==> images/wires.png <==
Two of the layers only.
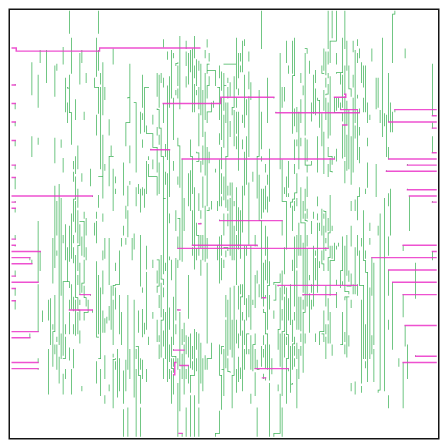
==> images/io_fan.png <==
Scale bar: 20 um.
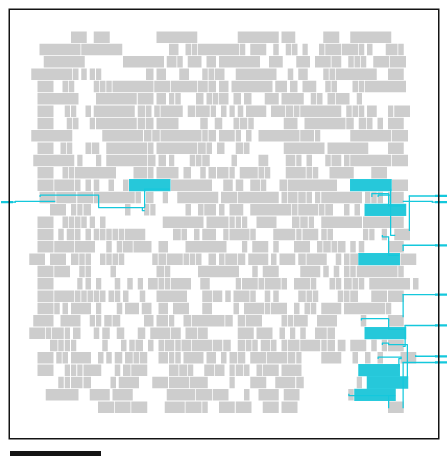
==> images/congestion.png <==
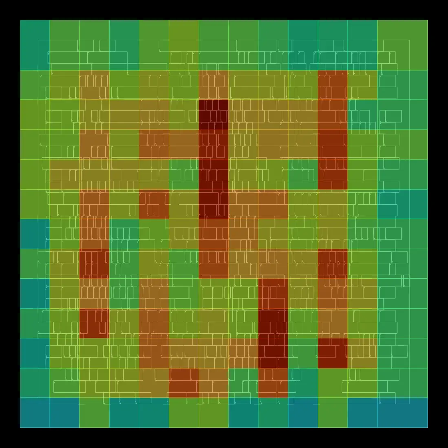
==> images/layer_met1.png <==
Scale bar: 20 um. Supply wires on this layer in grey. Cells faint in the background.
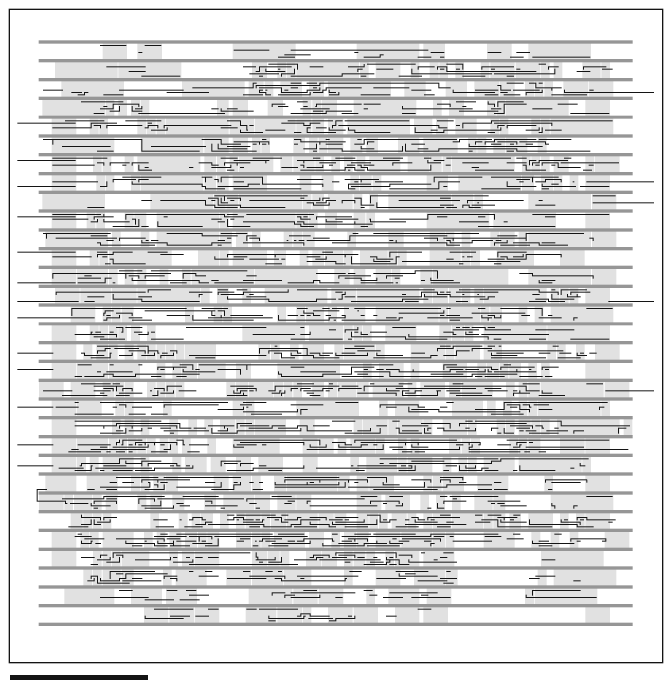
==> images/power_grid.png <==
Pins as bars on the die edge. Tap cells in grey.
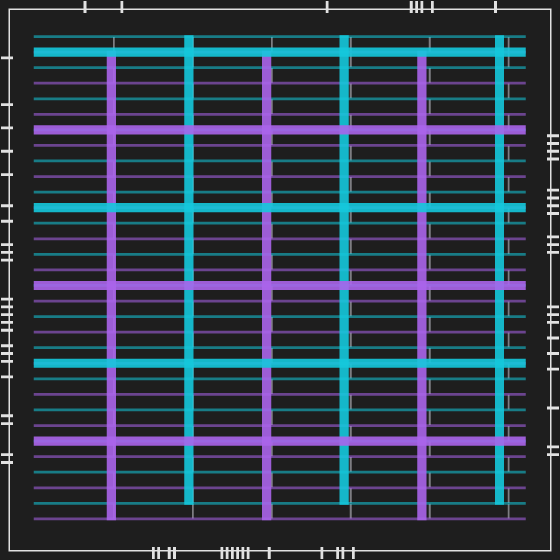
===== config.mk =====
export PLATFORM = sky130hd
export DESIGN_NAME = nv_minmax_window_seq
export DESIGN_NICKNAME = d
export VERILOG_FILES = /design/src/rtl/nv_minmax_window_seq.sv
export SDC_FILE = /design/constraint.sdc
export NUM_CORES = 1
export LEC_CHECK = 0
export ABC_AREA = 1
export CAP_MARGIN = 10
export CORE_MARGIN = 4
export CORE_UTILIZATION = 55
export DETAILED_ROUTE_END_ITERATION = 12
export PLACE_DENSITY_LB_ADDON = 0.08
export SYNTH_ARGS = -nofsm -noshare
export SYNTH_HDL_FRONTEND = slang
export SYNTH_SLANG_ARGS = --single-unit

===== constraint.sdc =====
create_clock -name nvdla_core_clk -period 10.8 [get_ports nvdla_core_clk]
set_clock_uncertainty 0.2 [all_clocks]
set_input_delay 1.08 -clock nvdla_core_clk [delete_from_list [all_inputs] [get_ports nvdla_core_clk]]
set_output_delay 1.08 -clock nvdla_core_clk [all_outputs]
set_load 0.02 [all_outputs]

===== src/rtl/nv_minmax_window_seq.sv =====
// Streaming min/max window reducer: reduces each LANES-wide beat, tracks the running
// winner (value, lane, beat) over cfg_len+1 beats and hands one result out per window.
module nv_minmax_window_seq #(
    parameter int WIDTH   = 8,
    parameter int LANES   = 4,
    parameter int LANE_IW = 2,
    parameter int LEN_W   = 8
) (
    input  logic                     nvdla_core_clk,
    input  logic                     nvdla_core_rst,
    input  logic                     cfg_min_max,
    input  logic [LEN_W-1:0]         cfg_len,
    input  logic                     in_pvld,
    output logic                     in_prdy,
    input  logic [LANES*WIDTH-1:0]   in_pd,
    output logic                     out_pvld,
    input  logic                     out_prdy,
    output logic [WIDTH-1:0]         out_value,
    output logic [LANE_IW-1:0]       out_lane,
    output logic [LEN_W-1:0]         out_beat,
    output logic                     busy
);

    typedef enum logic [1:0] {
        S_IDLE = 2'd0,
        S_ACC  = 2'd1,
        S_DONE = 2'd2
    } state_t;

    state_t               state_q, state_d;

    logic                 mode_q, mode_d;
    logic [LEN_W-1:0]     len_q, len_d;
    logic [WIDTH-1:0]     acc_val_q, acc_val_d;
    logic [LANE_IW-1:0]   acc_lane_q, acc_lane_d;
    logic [LEN_W-1:0]     cnt_q, cnt_d;
    logic [LEN_W-1:0]     win_q, win_d;

    logic                 out_pvld_q;
    logic [WIDTH-1:0]     out_value_q;
    logic [LANE_IW-1:0]   out_lane_q;
    logic [LEN_W-1:0]     out_beat_q;

    logic                 accept;
    logic                 red_mode;
    logic [WIDTH-1:0]     red_val;
    logic [LANE_IW-1:0]   red_lane;
    logic [WIDTH-1:0]     elem;
    logic [LEN_W-1:0]     cnt_inc;
    logic                 replace;
    logic                 load_out;

    assign accept  = in_pvld && in_prdy;
    assign cnt_inc = cnt_q + LEN_W'(1);

    // The first beat of a window must be reduced with the live cfg, later beats with the latched one.
    always_comb begin
        red_mode = (state_q == S_IDLE) ? cfg_min_max : mode_q;
        red_val  = red_mode ? '0 : '1;
        red_lane = '0;
        elem     = '0;
        for (int i = 0; i < LANES; i++) begin
            elem = in_pd[i*WIDTH +: WIDTH];
            if (red_mode ? (elem >= red_val) : (elem < red_val)) begin
                red_val  = elem;
                red_lane = LANE_IW'(i);
            end
        end
    end

    assign replace = mode_q ? (red_val >= acc_val_q) : (red_val < acc_val_q);

    always_ff @(posedge nvdla_core_clk or posedge nvdla_core_rst) begin
        if (nvdla_core_rst) begin
            state_q <= S_IDLE;
        end else begin
            state_q <= state_d;
        end
    end

    always_comb begin
        state_d = state_q;
        case (state_q)
            S_IDLE: begin
                if (accept) begin
                    state_d = (cfg_len == '0) ? S_DONE : S_ACC;
                end
            end
            S_ACC: begin
                if (accept && (cnt_inc == len_q)) begin
                    state_d = S_DONE;
                end
            end
            S_DONE: begin
                if (out_prdy) begin
                    state_d = S_IDLE;
                end
            end
            default: state_d = S_IDLE;
        endcase
    end

    always_comb begin
        in_prdy = (state_q != S_DONE);
        busy    = (state_q != S_IDLE);
    end

    always_comb begin
        mode_d     = mode_q;
        len_d      = len_q;
        acc_val_d  = acc_val_q;
        acc_lane_d = acc_lane_q;
        cnt_d      = cnt_q;
        win_d      = win_q;
        if (accept) begin
            if (state_q == S_IDLE) begin
                mode_d     = cfg_min_max;
                len_d      = cfg_len;
                acc_val_d  = red_val;
                acc_lane_d = red_lane;
                cnt_d      = '0;
                win_d      = '0;
            end else if (state_q == S_ACC) begin
                cnt_d = cnt_inc;
                if (replace) begin
                    acc_val_d  = red_val;
                    acc_lane_d = red_lane;
                    win_d      = cnt_inc;
                end
            end
        end
    end

    always_ff @(posedge nvdla_core_clk or posedge nvdla_core_rst) begin
        if (nvdla_core_rst) begin
            mode_q     <= 1'b0;
            len_q      <= '0;
            acc_val_q  <= '0;
            acc_lane_q <= '0;
            cnt_q      <= '0;
            win_q      <= '0;
        end else begin
            mode_q     <= mode_d;
            len_q      <= len_d;
            acc_val_q  <= acc_val_d;
            acc_lane_q <= acc_lane_d;
            cnt_q      <= cnt_d;
            win_q      <= win_d;
        end
    end

    // Result registers capture the final accumulator on DONE entry and hold through backpressure.
    assign load_out = (state_d == S_DONE) && (state_q != S_DONE);

    always_ff @(posedge nvdla_core_clk or posedge nvdla_core_rst) begin
        if (nvdla_core_rst) begin
            out_pvld_q  <= 1'b0;
            out_value_q <= '0;
            out_lane_q  <= '0;
            out_beat_q  <= '0;
        end else begin
            out_pvld_q <= (state_d == S_DONE);
            if (load_out) begin
                out_value_q <= acc_val_d;
                out_lane_q  <= acc_lane_d;
                out_beat_q  <= win_d;
            end
        end
    end

    assign out_pvld  = out_pvld_q;
    assign out_value = out_value_q;
    assign out_lane  = out_lane_q;
    assign out_beat  = out_beat_q;

endmodule


==> results.cfg <==
; yosys + openroad results
[run]
warning_count = 26
maxCapViolations = 0

[yosys]
topCellsByArea = dfrtp_1, nand2_1, ha_1, inv_1, nand3_2
top_cell_area_share = 0.341
avgSynthCellArea_um2 = 7.53
floorplan.nets = 626
numSynthFlops = 56
ys_cells = 545
synthCells = 545
yosys.cell_count.top_type = nand2_1
syn_area_mm2 = 0.00411
async_flop_share = 1.00
ys_warn_count = 0
ff_type = dfrtp_1
yosys_area_mm2 = 0.00411
ys_top_cells_by_count = nand2_1, inv_1, dfrtp_1
synth.largest_area_cell = dfrtp_1
yosysUniqueCellTypes = 49
edf_count = 0

[final_layout]
fin_util = 0.688
drive_gt1_frac = 0.120
diodes = 0
syn_to_final_growth_pct = 21.6
fin_nets = 695

[clock_tree]
clk_pin_slew_ns = 0.10
ctsResizeCount = 0
cts_inserted_buffers = 5
cts_setup_buffers = 0
clk_latency_ns = 0.32
cts_htree_levels = 2
cts_tree = done
clock-sinks = 56
cts_root_buf = clkbuf_8
clockBufferDepth = 2
postCtsHoldBufs = 0

[worst_setup_path]
path_common_cell = nand2_1
endpoint_kind = flop
max_stage_delay_ns = 0.48
r2r-end = out_lane[1]$_DFFE_PP0P_
start_kind = primary input
path_class = in2reg
endpoint = out_lane[1]$_DFFE_PP0P_
critPathSlowestCell = clkdlybuf4s50_1
crit_cells = 56
required_ns = 10.81
crit_family = simple AND/OR/NAND/NOR gates
regToRegSetupSlack_ns = 1.50
crit_fanout = 16
crit_arrival_ns = 9.86
startpoint = cfg_min_max
r2r-start = state_q[1]$_DFF_PP0_
reg2reg_depth = 57

[final_timing]
setup_violations = 0
worstMarginPinSlew_ns = 0.680
fmax_ghz = 0.102
slew_viol_final = 0
min_period_over_period = 0.912
hold_viol = 0
min_period_ns = 9.85
setup-tns-final_ns = 0
relSlewSlack = 0.546

[global_routing]
antenna_found_initial = 0
grt_overflow_total = 0
grt_use_total = 0.236
grt_pass1_wl_um = 16900
grt_max_degree = 57

[placement]
port_buffers = 65
gp_congestion = 0.943
dp_hpwl_um = 8140

[routing]
drt_iter0_markers = 201
antenna_left = 0
drc = 0
first_pass_iters = 4

[floorplanning]
die_area_mm2 = 0.00891
pin_count = 66
initCoreUtil = 0.566

[status]
status = complete, no violations

[hold_path]
min_path_type = reg2reg
Back to the opening pictures, wires.png:
metal 2 -> green  # wire length 4,560 um
metal 3 -> magenta  # wire length 443 um

Back to the opening pictures, io_fan.png:
out_value -> cyan  # bits 8, direction output, edge 7 east, 1 west, end cells 8, buffers 8, wire 202 um

Back to the opening pictures, congestion.png:
average routed wire per standard cell: 13.9 um
grt met3 use: 0.0319
met2 usage: 0.383

Back to the opening pictures, layer_met1.png:
share of all routed wire = 49%
wire length on this layer = 4,840 um
longest straight run = 28.1 um
main direction = horizontal
detailed-route wire length: 9950 um
vias post-DR: 3,677

Back to the opening pictures, power_grid.png:
VSS -> purple
VDD -> cyan
tap cells = 99
met4 straps = 6
rows = 31
Die Wd: 94.4 um
Die Height: 94.4 um
Core ar.: 0.00725 mm^2

state kept, by name (all words and copies together) (netlist names):
| name | count |
|---|---|
| len_q | 8 |
| acc_val_q | 8 |
| state_q | 2 |
| cnt_q | 8 |
| win_q | 8 |
| mode_q | 1 |
| out_beat | 8 |
| acc_lane_q | 2 |
| out_value | 8 |
| out_pvld | 1 |
| out_lane | 2 |
how the worst min path moves through the flow:
stage	startpoint	endpoint	slack (ns)	depth (start not counted)
after floorplan	len_q[1]$_DFFE_PP0P_	len_q[1]$_DFFE_PP0P_	0.26	2
after global placement	out_value[0]$_DFFE_PP0P_	out_value[0]$_DFFE_PP0P_	0.26	2
after detailed placement	out_beat[2]$_DFFE_PP0P_	out_beat[2]$_DFFE_PP0P_	0.27	2
after CTS	out_value[5]$_DFFE_PP0P_	out_value[5]$_DFFE_PP0P_	0.30	2
after global routing	out_value[1]$_DFFE_PP0P_	out_value[1]$_DFFE_PP0P_	0.32	2
final	out_value[4]$_DFFE_PP0P_	out_value[4]$_DFFE_PP0P_	0.29	2
cells by family after synthesis:
kind of cell             share of synthesized area
XOR/XNOR                                    0.0232
AND/OR/NAND/NOR                              0.347
flip-flops                                   0.341
multiplexers                               0.00244
buffers and inverters                       0.0762
adder cells (fa/ha/maj)                      0.110
AND-OR/OR-AND                               0.0997
routing by layer:
layer  vias to the layer above  track usage  routed length, um
li1                       1900            -                  -
met1                      1684        0.336               4840
met2                        85        0.383               4560
met3                         8       0.0319                442
met4                         0       0.0554                110
met5                         -            0                  0
metrics by stage:
step / setup slack, ns / area, um^2 / instances / hold WS (ns)
after floorplan: 2.17 / 4110 / 545 / 0.261
after global placement: 0.776 / 4860 / 706 / 0.263
after detailed placement: 0.333 / 4860 / 706 / 0.267
after CTS: 0.631 / 4980 / 714 / 0.298
after global routing: 0.136 / 4990 / 714 / 0.318
final: 0.955 / 4990 / 714 / 0.288
worst register-to-register path, delay by kind of cell (launching register included):
kind                     cells  cell delay (ns)
AND/OR/NAND/NOR             32             3.22
buffers and inverters        8             1.14
AND-OR/OR-AND               11             2.50
multiplexers                 1             0.12
adder cells (fa/ha/maj)      5             1.52
flip-flops                   1             0.46
cell usage in the layout, fill, tap and decap left out, types with 2 or more instances in the layout:
cell / count
nand2_2: 19
inv_2: 4
or2_2: 4
nand4_1: 4
clkbuf_8: 6
nand3_2: 16
nand2_4: 3
nand3_1: 30
nor2_1: 21
and2_1: 2
o211ai_1: 5
nand2_1: 183
ha_1: 36
buf_4: 2
a32o_1: 2
dfrtp_1: 56
nor4_1: 2
o22ai_1: 4
clkdlybuf4s50_1: 65
inv_1: 67
o21ai_0: 26
xnor2_1: 4
xor2_1: 5
nor2_2: 4
a21oi_1: 20
area by class of cell:
type	count	area, um^2
multi-input cells	410	2400
repair buffers	67	666
fillers	619	2260
inverters	74	282
flip-flops and latches	56	1400
clock buffers	6	82.6
clock inverters	2	38.8
well taps	99	124
